Design wb_select_stage, sky130hd; sources not shown.
Figure 1. Wiring heat map (run 1).
Bar = 50 um. The die is cut into 29 by 18 equal tiles; dark purple is low, yellow is high, scaled to the fullest tile. Values are wire area over tile area, all layers added.
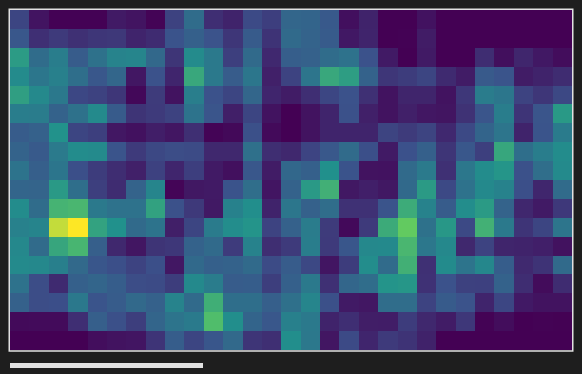
emptiest ninth of the die = top right
fullest tile = 0.51
tiles over half the peak = 6.5%
nearly empty tiles = 8.4%
mean over tiles = 0.13
Routed Wire Length: 9.94 mm
overall via count from detail_route: 3077
per-cell routed wire length: 14.7 um

Figure 2. M1 wires (run 1).
Cells faint in the background.
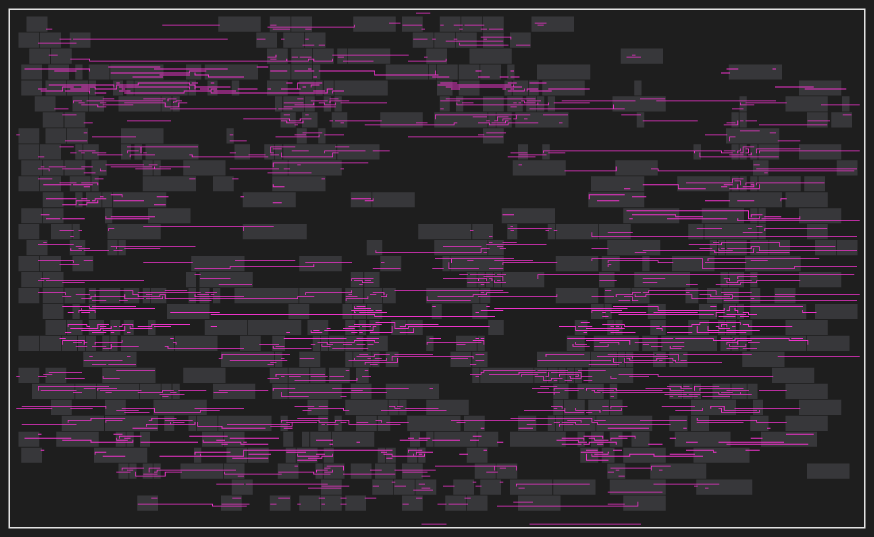
wire length on this layer = 4520 um
longest straight run = 53.8 um
nets with wire on the layer = 519
fraction of met1 tracks used by global routing: 20.5%

Figure 3. Met3 routing (run 1).
Bar = 50 um.
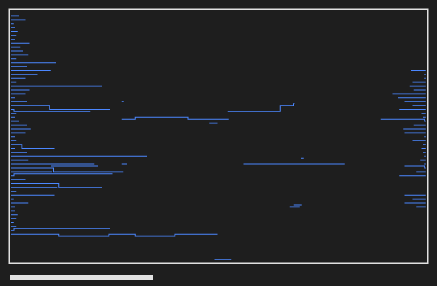
longest straight run = 47.1 um
main direction = horizontal
wire length on this layer = 889 um
nets with wire on the layer = 94
share of all routed wire = 8.9%
met3 Usage GRT: 6.98%

Figure 4. Clock nets (run 1).
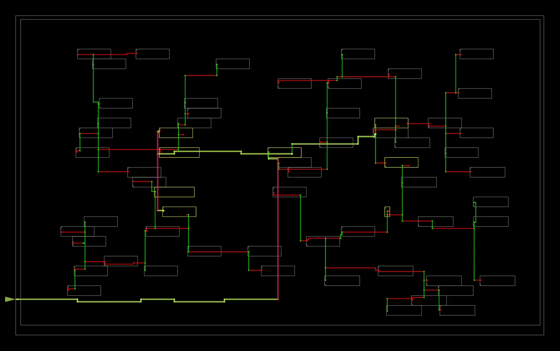
Max Clock Skew: 0.00773 ns
clock insertion delay at the later pin of the skew report: 0.30 ns
count of sequential standard cells: 55

==> run notes, run 1 <==
Reports from this run.

- The sequential cell area fraction in the yosys report is 44.6%.
- By count the netlist is led by sky130_fd_sc_hd__nand2_1 (74), sky130_fd_sc_hd__dfrtp_1 (55), sky130_fd_sc_hd__mux2i_1 (32).
- The max-slew headroom at the worst pin reads 69.6%.
- Overall power consumption after layout is estimated at 4.72 mW.
- The fraction of the mapped netlist area in simple logic gates is 24.5%.
- The sequential power share is 29.4%.
- The instance area after placement reads 5630 um^2.
- The site row count is 31.
- The first-pass GRT wire length reads 16.3 mm.
- The number of H-tree levels reads 2.
- For this design the total switching power over the nets is 1.95 mW.
- Per the layout area report, the sequential fraction of cell area is 24.0%.
- Per report_power, the combinational group accounts for 47.8% of the total.
- Cells fill 48.3% of the core in the end.
- The critical path contains buffers and inverters numbering 2 combined.
- The endpoint required time on the critical path is 2.32 ns.
- Counting the fill cells in the layout gives 1100.
- The count of cells along the worst register-to-register path reads 5.
- The share of final layout cell area taken by non-clock buffers reads 41.3%.
- Across the whole layout, multi-input logic makes up 27.6% of the cell area.
- The worst setup slack before clock tree synthesis is -0.00381 ns.
- The count of mapped cells out of synthesis is 338.
- The number of maximum-capacitance violations reads 0.
- The number of cells traversed by the worst hold path is 2.
- Looking at the VDD voltage map, the peak drop is 0.360 mV.
- The yosys synthesis chip area reads 3090 um^2.
- The flow ran to the end, and the final reports show no timing, DRC or antenna violations.
- Setup repair after global routing left no endpoint under its margin.
- On the worst setup and hold paths after CTS, the clock-pin slew comes to 0.08 ns.
- The main flop type reads sky130_fd_sc_hd__dfrtp_1.
- The number of placed instances, taps included, is 670.
- The critical path startpoint category is an input pin.
- The total number of multi-input combinational cells is 259.
- The worst slack on hold paths reads 0.536 ns.
- The number of iterations in the first detailed-routing pass is 6.
- For this run, the script counts the antenna cells in the layout as 0.
- The critical path runs through a total of 5 cells.
- The flow reports power dissipated in combinational cells as 2.26 mW.
- The synthesis-stage register bit count reads 55.
==> run 2, diff against run 1 <==
--- a/config.mk
+++ b/config.mk
@@ -7,7 +7,6 @@
 export LEC_CHECK = 0
 export CORE_ASPECT_RATIO = 0.6
 export CORE_UTILIZATION = 25
-export CTS_CLUSTER_DIAMETER = 100
 export DETAILED_ROUTE_END_ITERATION = 8
 export HOLD_SLACK_MARGIN = 0.08
 export PLACE_DENSITY = 0.54
Figure 5. Met3 routing (run 2).
Bar = 50 um.
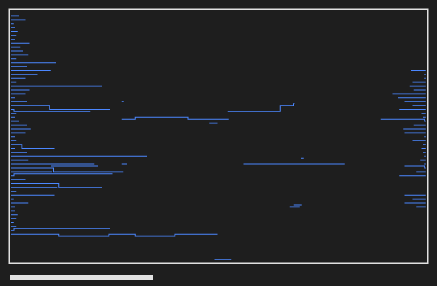

Figure 6. Met2 routing (run 2).
Bar = 50 um.
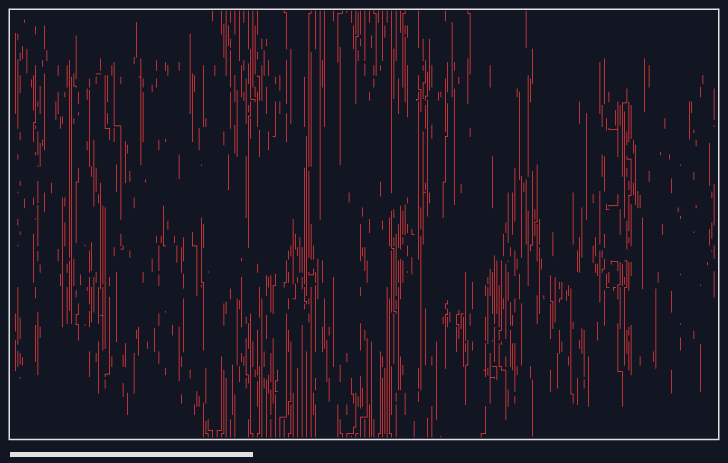
longest straight run = 50.7 um
wire length on this layer = 4450 um
main direction = vertical
nets with wire on the layer = 515
met2 track utilization from global routing: 26.8%

==> run notes, run 2 <==
Reports from this run.

- In this run the biggest area consumer among cell types represents 44.6% of the synthesized area.
- The flop count is 55 (unchanged).
- The total vias in the final route is 3077 (unchanged).
- The combinational share of power reads 47.8% (about the same).
- The count of mapped cells out of synthesis came to 338 (unchanged).
- The flow ran to the end, and the final reports show no timing, DRC or antenna violations.
- The fraction of met1 tracks used by global routing is 20.5% (unchanged).
- The count of cells along the worst register-to-register path came to 5 (unchanged).
- The worst voltage drop across the vdd grid reads 0.360 mV (unchanged).
- The switching component of the power was 1.95 mW (unchanged).
- Setup repair after global routing left no endpoint under its margin.
- The number of H-tree levels is 2 (unchanged).
- After synthesis, the netlist uses 43 different library cells.
- The final layout reports a setup TNS of 0 ns.
- The number of cells after detailed placement is 670 (unchanged).
- The fill cell instance count of the final layout reads 1100 (unchanged).
- The fraction of the mapped netlist area in simple logic gates reads 24.5% (unchanged).
- The max-slew headroom at the worst pin is 69.6% (unchanged).
- The number of logic stages on the critical path including buffering reads 5 (unchanged).
- In this run the critical path is formed by clkdlybuf4s50_1 > nand4b_1 > buf_4 > nor4_1 > xor2_1.
- The endpoint required time on the critical path is 2.32 ns (about the same).
- The worst setup slack before clock tree synthesis is -0.00381 ns (unchanged).
- The share of final layout cell area taken by non-clock buffers is 41.3% (unchanged).
- STA classifies the critical path startpoint as an input pin.
- The number of maximum-capacitance violations is 0 (unchanged).
- The yosys synthesis chip area reads 3090 um^2 (unchanged).
- The number of buffers outside the clock class in the layout is 186.
- In the final layout, flip-flops and latches occupy 1400 um^2.
- The number of inserted diodes came to 0 (unchanged).
- The sequential power share is 29.4% (about the same).
- The worst slack on hold paths is 0.536 ns (unchanged).
- The sequential cell area fraction in the yosys report reads 44.6% (unchanged).
- The clock latency of the later-clocked register in the worst-skew pair reads 0.30 ns (about the same).
- The setup clock skew after layout reads 0.00773 ns (unchanged).
- The overall power after layout is 4.72 mW (unchanged).
- The register share of the cell area is 24.0% (unchanged).
- The total number of multi-input combinational cells reads 259 (unchanged).
- The number of buffers and inverters on the critical path is 2 (unchanged).
- The met3 global-route usage is 6.98% (unchanged).
- The logic share of the area is 27.6% (unchanged).
- The number of iterations in the first detailed-routing pass is 6 (unchanged).
- The instance area after placement is 5630 um^2 (unchanged).
- The final routed wire length divided by cell count came to 14.7 um (unchanged).
- By count the netlist is led by sky130_fd_sc_hd__nand2_1 (74), sky130_fd_sc_hd__dfrtp_1 (55), sky130_fd_sc_hd__mux2i_1 (32).
Power is estimated from default activity; no workload was simulated.
